Design shift_arbiter, sky130hd; sources not shown.
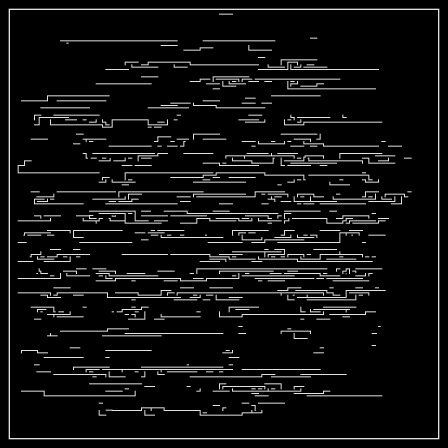
*M1 wires, run 1*
longest straight run	20.7 µm
nets with wire on the layer	243
Routed Wire Length: 3.71 mm
global-route met1 utilization: 33.6%

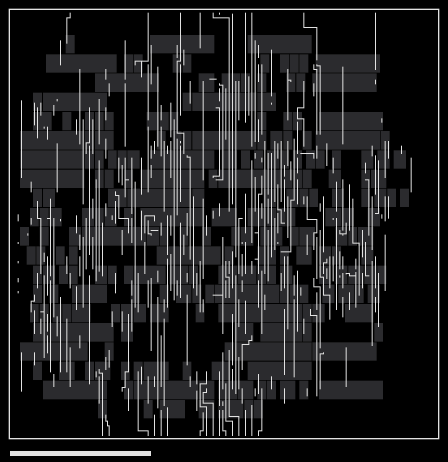
*The metal 2 layer, run 1*
The bar under the picture is 20 µm long. Cells faint in the background.
longest straight run	27.4 µm
main direction	vertical
met2 routing resource usage after global routing: 35.9%
Vias: 1481

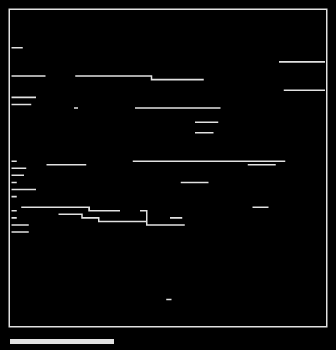
*The metal 3 layer, run 1*
The bar under the picture is 20 µm long.
main direction	horizontal
longest straight run	29.0 µm
share of all routed wire	5.4%
nets with wire on the layer	26
wire length on this layer	200 µm
GRT met3 Usage: 7.68%

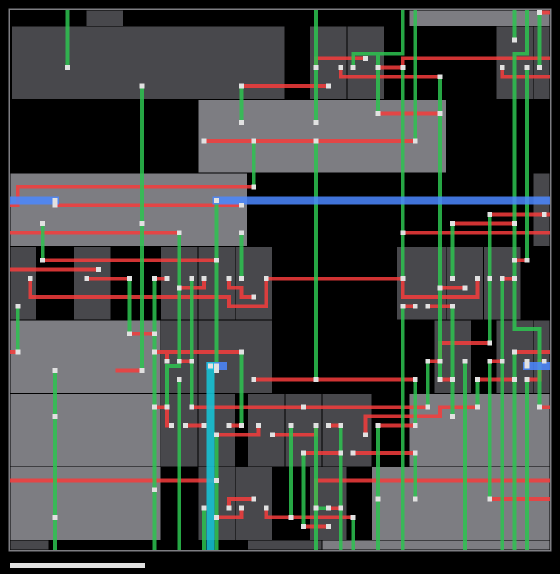
*Zoomed window, run 1*
The bar under the picture is 5 µm long. Region (5, 35) to (25, 55) µm. Cells in grey, sequential cells in the stronger grey; small squares are vias.
layer	colour
met3	blue
met1	red
met4	cyan
met2	green
cells with their middle in the window	30
most frequent	nand2_1 (12), dfrtp_1 (7), nor2_1 (4)
sequential cells in the window	7

==> metrics.yaml <==
run_status:
  run_status: "complete, no violations"
floorplanning:
  top_level_ports: 42
  floorplan.initialDensity_pct: 54.5
  die_area_mm2: 0.00367
  std_cell_rows: 20
  core_region_area_mm2: 0.00315
  die_height_um: 60.6
  fp.dieW_um: 60.6
routing:
  pre_repair_dr_iteration_count: 6
  drc: 0
  drt_iter0_markers: 91
  final_antenna_net_count: 0
  via_per_inst: 5.31
  avgRoutedWirePerCell_um: 13.3
synth:
  syn_area_per_cell_um2: 7.34
  syn_nets: 264
  top_area_cell: "sky130_fd_sc_hd__dfrtp_1"
  netlist_top_cells_area: "sky130_fd_sc_hd__dfrtp_1, sky130_fd_sc_hd__nand2_1, sky130_fd_sc_hd__nand3_1, sky130_fd_sc_hd__inv_1, sky130_fd_sc_hd__nor2_1"
  synth-async-reset-ratio_pct: 100
  top_area_share_pct: 40.8
  synth_flop_count: 29
  syn_inst: 234
  synth_area_mm2: 0.00172
  yosys_warnings: 0
  postSynth.topFlopCell: "sky130_fd_sc_hd__dfrtp_1"
  number_of_cells_in_yosys_stat: 234
  yosys.stat.chipArea_mm2: 0.00172
  synth-edff-count: 0
  synth.yosys.seq_area_share_pct: 42.3
  synth_cell_type_count: 25
worst_setup_path:
  setup.reg_to_reg.worst_slack_ns: 1.36
  worst-endpoint-required_ns: 2.98
  worst_setup_path_start_kind: "flip-flop"
  endpoint_kind: "output port"
  rr_worst_depth: 7
  worst-path-max-fanout: 15
  arrival_ns: 1.84
  crit_type: "reg -> out"
cells_and_area:
  num-nets-final: 264
  final_area_mm2: 0.00181
  post_route_cells_drive_above_1_share_pct: 11.5
  layout_top_cells_excl_fill_tap: "sky130_fd_sc_hd__nand2_1, sky130_fd_sc_hd__dfrtp_1, sky130_fd_sc_hd__inv_1, sky130_fd_sc_hd__nand3_1, sky130_fd_sc_hd__nor2_1"
  area_growth_pct: 5.46
  layout.cells.most_common: "sky130_fd_sc_hd__nand2_1"
  final_util_pct: 57.5
  antenna_cells: 0
place:
  portbufs: 0
  placedInstanceArea_mm2: 0.00170
  hpwl_after_dpl_mm: 2.79
  gp_routability_congestion: 0.883
cts:
  post_cts_hold_buffer_count: 0
  root_buffer: "sky130_fd_sc_hd__clkbuf_4"
  cts_setup_buffers: 0
  clk_latency_ns: 0.33
  h_tree_levels: 2
  numCtsBuffers: 5
  postCtsResizedCells: 0
  clkSinkCount: 29
  tritoncts: "done"
  clock_path_buffers: 2
  path_clk_slew_ns: 0.10
final_timing:
  fin_worst_hold_slack_ns: 0.304
  layout_worst_path_cycle_share_pct: 69.3
  fin_setup_tns_ns: 0
  final-hold-violation-count: 0
  unrepaired_setup_endpoints_after_global_routing: "no"
  worst_slew_pin_slew_ns: 0.885
  fin_crit_ns: 2.58
  slew_viol_final: 0
  timing.slew.headroom_pct: 40.8
  finalClockSkew_ns: 0.0159
  fmaxAchievable_mhz: 387
  setup_viol_count_final: 0
flow_run:
  maxCapViolations: 0
  stage_log_warnings: 26
hold_path:
  hold_path.class: "in -> async"
global_route:
  grt_max_degree: 30
  grt_overflow_total: 0
  grt_pass1_wl_mm: 6.21
  first_global_vias: 1381
  antenna_violations_before_repair: 0
  overall_routing_resource_usage_pct: 24.3
power:
  ir_drop_mv: 0.543
  cellPowerDensity_mw_per_mm2: 1050
  leakagePower_uw: 0.000957
run 1: worst max-delay path, stage by stage, from the launching register on:
cell and delay (ns):
sky130_fd_sc_hd__dfstp_2 0.54, sky130_fd_sc_hd__inv_1 0.04, sky130_fd_sc_hd__nand2_1 0.06, sky130_fd_sc_hd__nand2_2 0.19, sky130_fd_sc_hd__inv_2 0.21, sky130_fd_sc_hd__nand2_1 0.12
sky130_fd_sc_hd__inv_1 0.34
run 1: synth_stat cells (2+ instances only):
master                     instances
sky130_fd_sc_hd__o21ai_1           2
sky130_fd_sc_hd__o21ai_0           9
sky130_fd_sc_hd__nand2_2          10
sky130_fd_sc_hd__buf_6             3
sky130_fd_sc_hd__dfrtp_1          28
sky130_fd_sc_hd__or2_2             2
sky130_fd_sc_hd__nand2_1          80
sky130_fd_sc_hd__a21oi_1           3
sky130_fd_sc_hd__nor2_1           18
sky130_fd_sc_hd__inv_1            25
sky130_fd_sc_hd__mux2i_1           3
sky130_fd_sc_hd__o211ai_1          7
sky130_fd_sc_hd__inv_2             3
sky130_fd_sc_hd__nand3_1          22
sky130_fd_sc_hd__buf_2             4
sky130_fd_sc_hd__a31oi_1           6
run 1: cell type report:
| cell class | count | area (µm²) |
|---|---|---|
| fillers | 326 | 1340 |
| multi-input cells | 169 | 812 |
| flip-flops and latches | 29 | 727 |
| inverters | 28 | 105 |
| clock buffers | 7 | 55.1 |
| well taps | 44 | 55.1 |
| clock inverters | 1 | 30.0 |
| repair buffers | 1 | 27.5 |
run 1: layer usage:
| metal | vias to the layer above | GRT usage, % | share of wire, % |
|---|---|---|---|
| li1 | 750 | - | - |
| met1 | 685 | 33.6 | 45 |
| met2 | 40 | 35.9 | 48 |
| met3 | 6 | 7.68 | 5.4 |
| met4 | 0 | 9.09 | 1.8 |
| met5 | - | 0 | 0 |
run 1: through the flow:
stage	std cells	setup slack, ns	total power, µW
3_5_place_dp	270	1.31	1630
5_1_grt	279	0.993	2080
6_report	279	1.15	1900
4_1_cts	278	1.13	1900
3_3_place_gp	270	1.34	1620
2_1_floorplan	234	1.53	1510
run 1: cells by family (layout without fill, tap and decap cells):
group	count (synthesis)	after routing	share of synthesized area [%]
adders and majority gates	1	1	0.728
DFF	29	29	42.3
muxes	3	3	1.75
buffers and inverters	36	37	10.4
AOI/OAI and AO/OA	31	31	11.7
and+or+nand+nor	134	134	33.1
run 1: power breakdown:
group	switching, µW	internal (µW)
sequential	245	460
clock	109	160
combinational	639	290
total	993	910
Power and IR drop assume default switching activity.
